==> config.mk <==
export PLATFORM = sky130hd
export DESIGN_NAME = spi_master
export DESIGN_NICKNAME = d
export VERILOG_FILES = /design/src/rtl/spi_pkg.sv /design/src/rtl/spi_master.sv
export SDC_FILE = /design/constraint.sdc
export NUM_CORES = 1
export LEC_CHECK = 0
export CAP_MARGIN = 20
export CORE_UTILIZATION = 53
export DETAILED_ROUTE_END_ITERATION = 7
export GPL_TIMING_DRIVEN = 0
export PLACE_DENSITY_LB_ADDON = 0.15
export SYNTH_ARGS = -nofsm -noshare
export SYNTH_HDL_FRONTEND = slang
export SYNTH_SLANG_ARGS = --single-unit
==> constraint.sdc <==
create_clock -name clk -period 1.9 [get_ports clk]
set_input_delay 0.38 -clock clk [delete_from_list [all_inputs] [get_ports clk]]
set_output_delay 0.38 -clock clk [all_outputs]
set_load 0.01 [all_outputs]
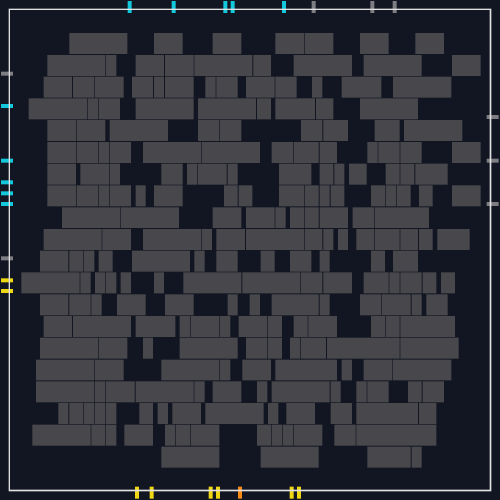
run_1/pins.png
Drawn at 8 px/um. Pins as bars across the die edge, other pins in gray.
legend:
  cyan:
    port: tx_word
    pins: 10
    direction: input
    edge: 5 top, 5 left
  orange:
    port: MISO
    pins: 1
    direction: input
    edge: bottom
  yellow:
    port: rd_data
    pins: 8
    direction: output
    edge: 6 bottom, 2 left
all pins by edge: 9 left, 8 top, 7 bottom, 3 right
die span in y: 60.0 um
overall die width: 60.0 um
I/O Buffers: 26

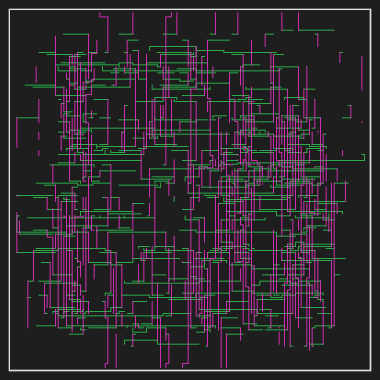
run_1/metal_stack.png
Drawn at 6 px/um. Two of the layers only.
legend:
  green:
    layer: met1
    wire_length: 1620 um
  magenta:
    layer: met2
    wire_length: 1930 um
total vias in the final route: 1563
Routed WL: 3820 um
global-route usage over all layers: 23.5%

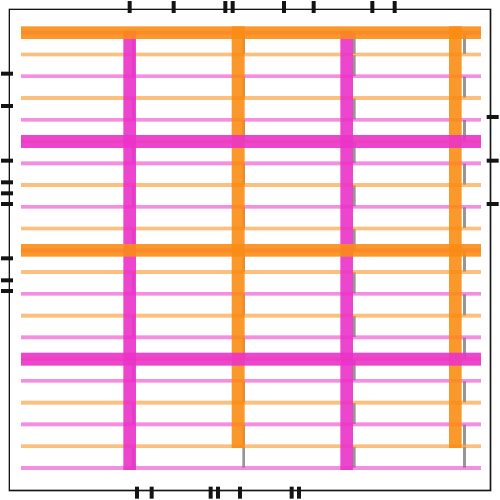
run_1/pdn.png
Drawn at 8 px/um. Pins as bars on the die edge. Tap cells in gray.
legend:
  magenta:
    net: VSS
  orange:
    net: VDD
rows: 20
met5 straps: 4
met4 straps: 4
signal pins: 27
tap cells: 44
total core area: 3130 um2
maximum vdd ir drop: 0.655 mV

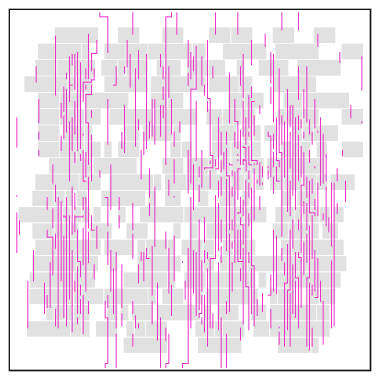
run_1/met2.png
Drawn at 6 px/um. Cells faint in the background.
share of all routed wire: 50%
nets with wire on the layer: 214
main direction: vertical
longest straight run: 24.6 um
wire length on this layer: 1930 um
fraction of met2 tracks used by global routing: 39.7%

==> Implementation_results.wiki <==
== Metrics ==
{| class="wikitable"
! Metric !! Value
|-
| Crit-path max FO || 6
|-
| Most instantiated logic cells after routing || 37 x dfxtp_1, 26 x clkdlybuf4s50_1, 24 x nor2_1, 20 x nand2_1, 19 x mux2i_1
|-
| Post-route ant nets || 0
|-
| Multiplexer area fraction after synthesis || a little over a tenth
|-
| Distinct cell type count after synthesis || 43
|-
| Slew at the pin closest to its max-slew limit || 0.559 ns
|-
| Placed cells || around 270
|-
| WHS || 0.461 ns
|-
| Seq/Total Area, Yosys || 43.9%
|-
| Setup slack on the worst flop-to-flop path || 0.1 ns
|-
| Top Ports || 27
|-
| # setup viols final || 0
|-
| Maximum clock rate || 555 MHz
|-
| Share of flip-flops with an asynchronous set or reset after synthesis || 0%
|-
| Clock latency at the later pin of the worst-skew pair || roughly 0.35 ns
|-
| Clk buf depth || 2
|-
| Layout area overhead || 24.9%
|-
| Ordered list of cells on the worst path || inv_2, ha_4, or3b_4, nor3b_4, a2111oi_4, a2111oi_2
|-
| Placement row count || 20
|-
| Fin util || between 70% and 80%
|-
| Share of cells above drive strength 1 || 16.5%
|-
| Layout Nets || 245
|-
| Cell count of the worst hold path || 2
|-
| Highest cell delay on the worst timing path || 0.45 ns
|-
| Final Slew Violations || 0
|-
| Setup Crit Path Kind || reg -> reg
|-
| Most instantiated flip-flop cell in the synthesis netlist || dfxtp_1
|-
| Dominant combinational family || simple AND/OR/NAND/NOR gates
|-
| Total CTS buffers || 5
|-
| Avg Synthesized Cell Area || 9.13 um2
|-
| Worst Path Required || 2.15 ns
|-
| Net Count, Synth || ~210
|-
| Wire length on met3 || 159 um
|-
| Most common library cell in the layout ignoring fill and taps || dfxtp_1
|-
| Violation count after the first detailed-routing iteration || 131
|-
| Depth of the critical timing path with buffers and inverters included || 6
|-
| CTS clock-pin slew for the worst setup and hold paths || roughly 0.11 ns
|-
| Post-synthesis compound-gate area fraction || 18.7%
|-
| Family with the most delay on the worst path || simple AND/OR/NAND/NOR gates
|-
| Number of H-tree branching levels || 2
|-
| Maximum number of pins on one net before global-route repair || 12
|-
| Worst Reg-to-Reg Cells || 6
|-
| Critical Path Source Type || flip-flop
|-
| First-pass iteration count of the detailed router || 4
|-
| Flip-flop and latch count after synthesis || 39
|-
| Clock Skew || 0.00722 ns
|-
| Cell chosen for the clock root || clkbuf_4
|-
| Data arrival at the endpoint of the critical path || 2.05 ns
|-
| Global-route wire length before repair || 6210 um
|-
| Initial Utilization || 56.9%
|-
| Initial antenna violation count || 0
|-
| Run status || completed
|-
| Detail Route met2 WL || 1930 um
|-
| Mapped Cells || 195
|-
| Slew margin rel. || 62.6%
|-
| Synthesis area per yosys || 1780 um2
|-
| Final routed DRC violation total || 0
|-
| Leakage power || 0.783 nW
|-
| Post-Synth XOR/XNOR Area || 0.492%
|-
| Post-layout period usage of the worst path || 94.9%
|-
| Adder-cell area share of the yosys netlist || 0.703%
|-
| Setup crit end kind || flip-flop
|-
| Power per standard cell area || 1490 nW/um2
|-
| Estimated wirelength of the detail-placed design || about 2700 um
|-
| Tool warnings || 26
|-
| Wire per inst || 13.9 um
|-
| Area leader share || a little over two fifths
|-
| Post-cts hold-fix buffer tally || 0
|-
| Top layer used by detailed routing || met4
|-
| Leftover overflow at the end of global routing || 0
|-
| # diodes || 0
|-
| RSZ-0062 raised after global routing || false
|-
| Combined area of all synthesized cells || 1780 um2
|-
| GP Congestion || 0.827
|-
| CTS Sinks || 39
|-
| Worst-path cell with the longest stage delay || or3b_4
|}
==> run 1: layer usage <==
| metal | vias up | GRT usage (%) |
|---|---|---|
| met4 | 0 | 15.6 |
| li1 | 756 | - |
| met3 | 17 | 4.33 |
| met5 | - | 0 |
| met2 | 55 | 39.7 |
| met1 | 735 | 27.0 |
==> run 1: cell usage after synthesis (2+ instances only) <==
cell / n
a21oi_1: 18
clkbuf_1: 4
inv_1: 6
dfxtp_1: 39
nand2_1: 20
mux2i_1: 19
buf_6: 2
a211oi_1: 12
nand2b_1: 2
nor3b_2: 2
nor3_1: 3
a21boi_0: 2
or2b_2: 2
nor3b_1: 2
nor2_1: 24
buf_2: 4
nand3b_1: 2
o21ai_0: 5
or2_2: 3
==> run 1: where the power goes <==
group	internal [mW]	switching (mW)	leakage (nW)
combinational	0.792	0.894	0.425
sequential	1.00	0.140	0.320
clock	0.218	0.263	0.0386
==> run 1: timing repair <==
item,4_1_cts,5_1_grt
gates resized,4,9
pin swaps,1,4
gates cloned,0,0
endpoints found under the setup margin,6,23
setup buffers,0,3
==> run 1: layout make-up <==
type,instances,area (um2)
Sequential cell,39,783
Tap cell,44,55.1
Buffer,11,67.6
Multi-Input combinational cell,138,945
Timing Repair Buffer,29,283
Inverter,6,22.5
Clock buffer,8,68.8
Fill cell,259,903
==> run 1: per-stage QoR <==
step	total power, mW	worst slack, ns	area [um2]
after floorplan	2.33	0.170	1780
after global placement	2.61	-0.0923	2100
after detailed placement	2.67	-0.236	2100
after CTS	3.21	0.000295	2180
after global routing	3.51	0.0119	2220
final	3.31	0.0978	2220
==> run 1: logic make-up (layout without fill, tap and decap cells) <==
family	count (synthesis)	count (layout)
buf+inv	18	54
fa+ha+maj	1	1
simple gates	68	68
flops	39	39
compound gates	49	49
mux	19	19
xor+xnor	1	1
Power and IR drop assume default switching activity.
